[src/rtl/add_serial_digit_pkg.sv]
// Shared definitions for the digit-serial adder: FSM encoding and counter sizing.
// Combinational helpers only; no latency.
// No flow control lives here.
package add_serial_digit_pkg;

  typedef enum logic [1:0] {
    IDLE = 2'd0,
    RUN  = 2'd1,
    DONE = 2'd2
  } state_t;

  // Digit counter width: clog2(n/2), never less than one bit.
  function automatic int cnt_w(input int n);
    int w;
    w = $clog2(n / 2);
    return (w < 1) ? 1 : w;
  endfunction

endpackage

[src/rtl/add_rca_2_bit.sv]
// Two-bit ripple-carry adder slice: s = a + b + ci.
// Purely combinational, zero cycles.
// No backpressure; the caller registers inputs and outputs.
module add_rca_2_bit (
  input  logic [1:0] a,
  input  logic [1:0] b,
  input  logic       ci,
  output logic [1:0] s,
  output logic       co
);

  logic c1;

  // Two full adders chained through c1.
  always_comb begin
    s[0] = a[0] ^ b[0] ^ ci;
    c1   = (a[0] & b[0]) | (ci & (a[0] ^ b[0]));
    s[1] = a[1] ^ b[1] ^ c1;
    co   = (a[1] & b[1]) | (c1 & (a[1] ^ b[1]));
  end

endmodule

[src/rtl/add_serial_digit.sv]
// Digit-serial N-bit adder, two bits per clock through one add_rca_2_bit slice.
// Latency N/2 cycles from the accepting edge to done; one add per N/2+1 cycles.
// start is ignored while busy; optional ovf output when ADD_SERIAL_OVF_EN is defined.
module add_serial_digit
  import add_serial_digit_pkg::*;
#(
  parameter int N = 8
) (
  input  logic         clk,
  input  logic         rst_n,
  input  logic         start,
  input  logic [N-1:0] X,
  input  logic [N-1:0] Y,
  input  logic         ci,
  output logic         busy,
  output logic         done,
  output logic [N-1:0] sum,
  output logic         co
`ifdef ADD_SERIAL_OVF_EN
  ,
  output logic         ovf
`endif
);

  localparam int CW = cnt_w(N);
  localparam logic [CW-1:0] LAST = CW'(N / 2 - 1);

  state_t         state;
  logic [N-1:0]   x_sh;
  logic [N-1:0]   y_sh;
  logic           carry;
  logic [CW-1:0]  cnt;
  logic [1:0]     slice_s;
  logic           slice_co;
  logic [N+1:0]   sum_cat;

`ifdef ADD_SERIAL_OVF_EN
  logic           x_msb;
  logic           y_msb;
`endif

  add_rca_2_bit u_slice (
    .a  (x_sh[1:0]),
    .b  (y_sh[1:0]),
    .ci (carry),
    .s  (slice_s),
    .co (slice_co)
  );

  // New digit enters sum from the MSB end; concatenation keeps N=2 legal.
  always_comb begin
    sum_cat = {slice_s, sum};
  end

  // FSM, operand shift registers, carry register and registered outputs.
  always_ff @(posedge clk or negedge rst_n) begin
    if (!rst_n) begin
      state <= IDLE;
      x_sh  <= '0;
      y_sh  <= '0;
      carry <= 1'b0;
      cnt   <= '0;
      busy  <= 1'b0;
      done  <= 1'b0;
      sum   <= '0;
      co    <= 1'b0;
`ifdef ADD_SERIAL_OVF_EN
      x_msb <= 1'b0;
      y_msb <= 1'b0;
      ovf   <= 1'b0;
`endif
    end else begin
      case (state)
        IDLE, DONE: begin
          done <= 1'b0;
          if (start) begin
            x_sh  <= X;
            y_sh  <= Y;
            carry <= ci;
            cnt   <= '0;
            busy  <= 1'b1;
            state <= RUN;
`ifdef ADD_SERIAL_OVF_EN
            x_msb <= X[N-1];
            y_msb <= Y[N-1];
`endif
          end else begin
            busy  <= 1'b0;
            state <= IDLE;
          end
        end
        RUN: begin
          sum   <= sum_cat[N+1:2];
          carry <= slice_co;
          x_sh  <= x_sh >> 2;
          y_sh  <= y_sh >> 2;
          cnt   <= cnt + CW'(1);
          if (cnt == LAST) begin
            co    <= slice_co;
            busy  <= 1'b0;
            done  <= 1'b1;
            state <= DONE;
`ifdef ADD_SERIAL_OVF_EN
            // slice_s[1] is the final sum MSB on this edge.
            ovf   <= x_msb ^ y_msb ^ slice_s[1] ^ slice_co;
`endif
          end
        end
        default: begin
          busy  <= 1'b0;
          done  <= 1'b0;
          state <= IDLE;
        end
      endcase
    end
  end

endmodule

[config.mk]
export PLATFORM = sky130hd
export DESIGN_NAME = add_serial_digit
export DESIGN_NICKNAME = d
export VERILOG_FILES = /design/src/rtl/add_serial_digit_pkg.sv /design/src/rtl/add_rca_2_bit.sv /design/src/rtl/add_serial_digit.sv
export SDC_FILE = /design/constraint.sdc
export NUM_CORES = 1
export LEC_CHECK = 0
export ABC_AREA = 1
export CAP_MARGIN = 30
export CORE_AREA = 2 2 48 72
export CTS_CLUSTER_DIAMETER = 120
export DETAILED_ROUTE_END_ITERATION = 7
export DIE_AREA = 0 0 50 74
export GPL_TIMING_DRIVEN = 0
export PLACE_DENSITY = 0.79
export SLEW_MARGIN = 0
export SYNTH_ARGS = -nofsm -noshare
export SYNTH_HDL_FRONTEND = slang
export SYNTH_SLANG_ARGS = --single-unit
[constraint.sdc]
create_clock -name clk -period 1.6 [get_ports clk]
set_input_delay 0.32 -clock clk [delete_from_list [all_inputs] [get_ports clk]]
set_output_delay 0.32 -clock clk [all_outputs]
set_load 0.02 [all_outputs]
==> run summary <==
Entry: Yosys synthesis followed by OpenROAD place and route.

Outcome:
- The run finished with clean final reports.

Job:
- The run puts the total of max-cap violations at 0.
- The run puts the OpenROAD warning count at 26.

Finish:
- The fraction of cell area in multi-input combinational cells is reported as 0.271.
- 0 antenna diodes ended up in the layout.
- The non-clock inverters instantiated in the layout total 38.
- The run gives the leading cell type in the layout, fill and taps excluded as sky130_fd_sc_hd__nand2_1.
- In the layout the commonest cells are sky130_fd_sc_hd__nand2_1, sky130_fd_sc_hd__inv_1, sky130_fd_sc_hd__dfrtp_1.
- The run gives the total number of nets in the final design as between 200 and 250.
- The run gives the core occupancy in the finished layout as 0.621.

Power and ir drop:
- The run puts the fraction of power spent switching nets at 0.425.
- The run gives the sequential group share of total power as 0.358.
- The run gives the cell leakage power as roughly 1.1 nW.
- Combinational cells consume a total of 1.93 mW.
- The run gives the part of the power in combinational logic as 0.500.
- The net switching power in the latest report is between 1.5 and 2 mW.
- In the power breakdown, the internal column shows 2.22 mW.

Logic synthesis:
- The commonest register cell is sky130_fd_sc_hd__dfrtp_1.
- Of the total synthesized cell area, the portion taken by AND-OR and OR-AND cells is 0.0441.
- Averaged over all synthesized cells, the footprint is 7.97 sq um.
- The run gives the area reported by Yosys stat as 0.00148 sq mm.
- The run puts the number of instances in the synthesized netlist at roughly 190.
- The run gives the share of cell area taken by muxes after synthesis as 0.
- The run gives the fraction of synthesis flops using an asynchronous set or reset pin as 1.00.
- The run puts the area share of the largest cell type after synthesis at 0.526.
- Warnings reported by Yosys during synthesis add up to 0.
- The run gives the largest area contributor in the netlist as sky130_fd_sc_hd__dfrtp_1.
- The run gives the portion of the post-synthesis area used by sequential elements as 0.526.
- The run gives the cell count listed in synth_stat.txt as 185.
- The run puts the number of distinct standard cells referenced by the synthesized netlist at 16.
- Per the synthesis report, the adder-cell share of the synthesized area is 0.0356.
- The synthesized netlist occupies a cell area of approximately 0.0015 sq mm.

Placed design:
- The run puts the final estimated routing congestion in global placement at 0.772.
- The run puts the half-perimeter wire length of the detailed placement result at ~2200 um.
- The run gives the count of input and output buffers as 30.

Global routing:
- The run gives the total congestion overflow after global routing as 0.
- The run puts the wire length of the first global-routing pass at between 5000 and 6000 um.

Setup path:
- The run puts the register-to-register setup slack at approximately 0.10 ns.
- STA lists the maximum fanout along the critical path as 2.
- Per the timing report, the most critical flop-to-flop path finishes at carry$_DFFE_PN0P_.
- The worst setup path is launched from a flop.
- The data required time reported for the critical path is about 1.3 ns.
- Per the post-run analysis, buffers plus inverters along the critical path come to 1.
- The run puts the number of cells on the worst reg-to-reg path at 8.

Floorplan:
- The run gives the initial core utilization as 0.476.
- The run gives the die span in x as 50 um.
- The run gives the number of tapcells as around 40.
- The run puts the area of the chip at about 0.0037 sq mm.
- The run gives the area of the core as 0.00310 sq mm.

Drt:
- After detailed routing, the number of vias per cell comes to roughly 4.7.
- The run puts the detailed-route wire length at approximately 3000 um.
- The run gives the average wire length per cell after detail routing as 11.6 um.
- In the routed design, unresolved DRC markers number 0.
- The run puts the overall via count from detail_route at around 1200.

CTS:
- The run gives the clock insertion delay at the later pin of the skew report as ~0.28 ns.
- The run gives the depth of the CTS H-tree as 2.
- TritonCTS built the clock tree.
- The run puts the count of cells resized by post-cts repair at 2.

Final timing:
- Setup repair after global routing left no endpoint under its margin.
- Dividing the final minimum period by the clock period gives 0.981.
- The run gives the maximum operating frequency as roughly 0.64 GHz.
- The run gives the transition time at the pin with the least slew margin as ~0.60 ns.
- The run puts the number of failing hold endpoints at the final stage at 0.
==> stage by stage <==
step | power (mW) | instances | TNS, ns | worst slack (ns) | hold WS (ns)
floorplan | 2.71 | 185 | 0 | 0.139 | 0.0244
global placement | 3.29 | 255 | -10.62 | -0.344 | 0.460
detailed placement | 3.37 | 256 | 0 | 0.0513 | 0.465
CTS | 3.92 | 262 | 0 | 0.00481 | 0.431
global route | 4.26 | 262 | 0 | 0.00178 | 0.472
finish | 3.86 | 262 | 0 | 0.0311 | 0.419
==> layer usage <==
| layer | global-route usage | vias to the layer above | wire [um] |
|---|---|---|---|
| li1 | - | 632 | - |
| met1 | 0.222 | 555 | 1260 |
| met2 | 0.320 | 36 | 1560 |
| met3 | 0.0482 | 7 | 146 |
| met4 | 0.0926 | 0 | 64 |
| met5 | 0 | - | 0 |
**Wires at chosen ports, followed through buffers**

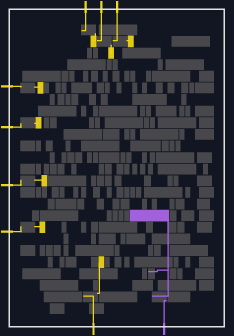
| port | colour | direction | end cells | wire |
|---|---|---|---|---|
| `busy` | purple | output | 1 | 32.7 um |
| `X` | yellow | input | 8 | 59.8 um |

**Cell sizes after repair**

Bar = 20 um.
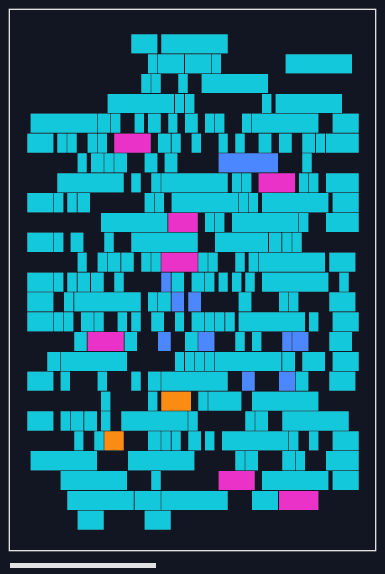
| size | colour | cells |
|---|---|---|
| drive 1 or less | cyan | 203 |
| drive 3 to 4 | orange | 2 |
| drive 6 and up | magenta | 7 |
| drive 2 | blue | 10 |

**Clock routing**

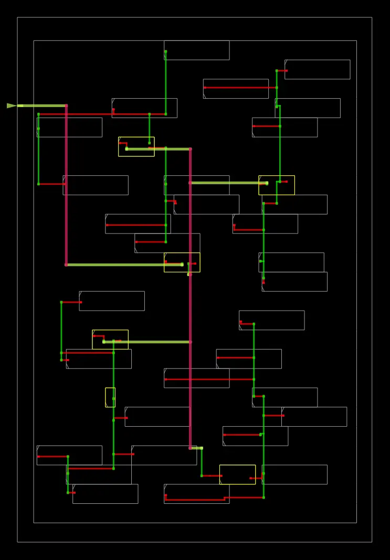
worst clock skew on the final layout: 0.00442 ns
flop count: 31
Sinks on Clock Net: 31
clock tree buffer count of the final layout: 6

**Register map, names as in the netlist**

Bar = 20 um.
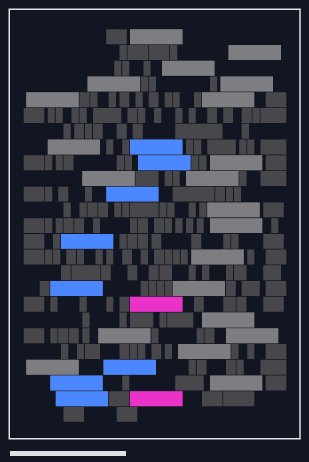
| netlist name | colour | sequential cells |
|---|---|---|
| `cnt` | magenta | 2 |
| `y_sh` | blue | 8 |

**Signal wires by layer**

Bar = 20 um.
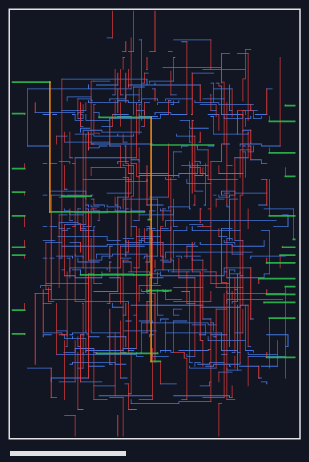
| layer | colour | wire length |
|---|---|---|
| met2 | red | 1560 um |
| met1 | blue | 1260 um |
| met4 | orange | 64.6 um |
| met3 | green | 146 um |

No activity file was given, so power comes from the tool's default toggle rates.
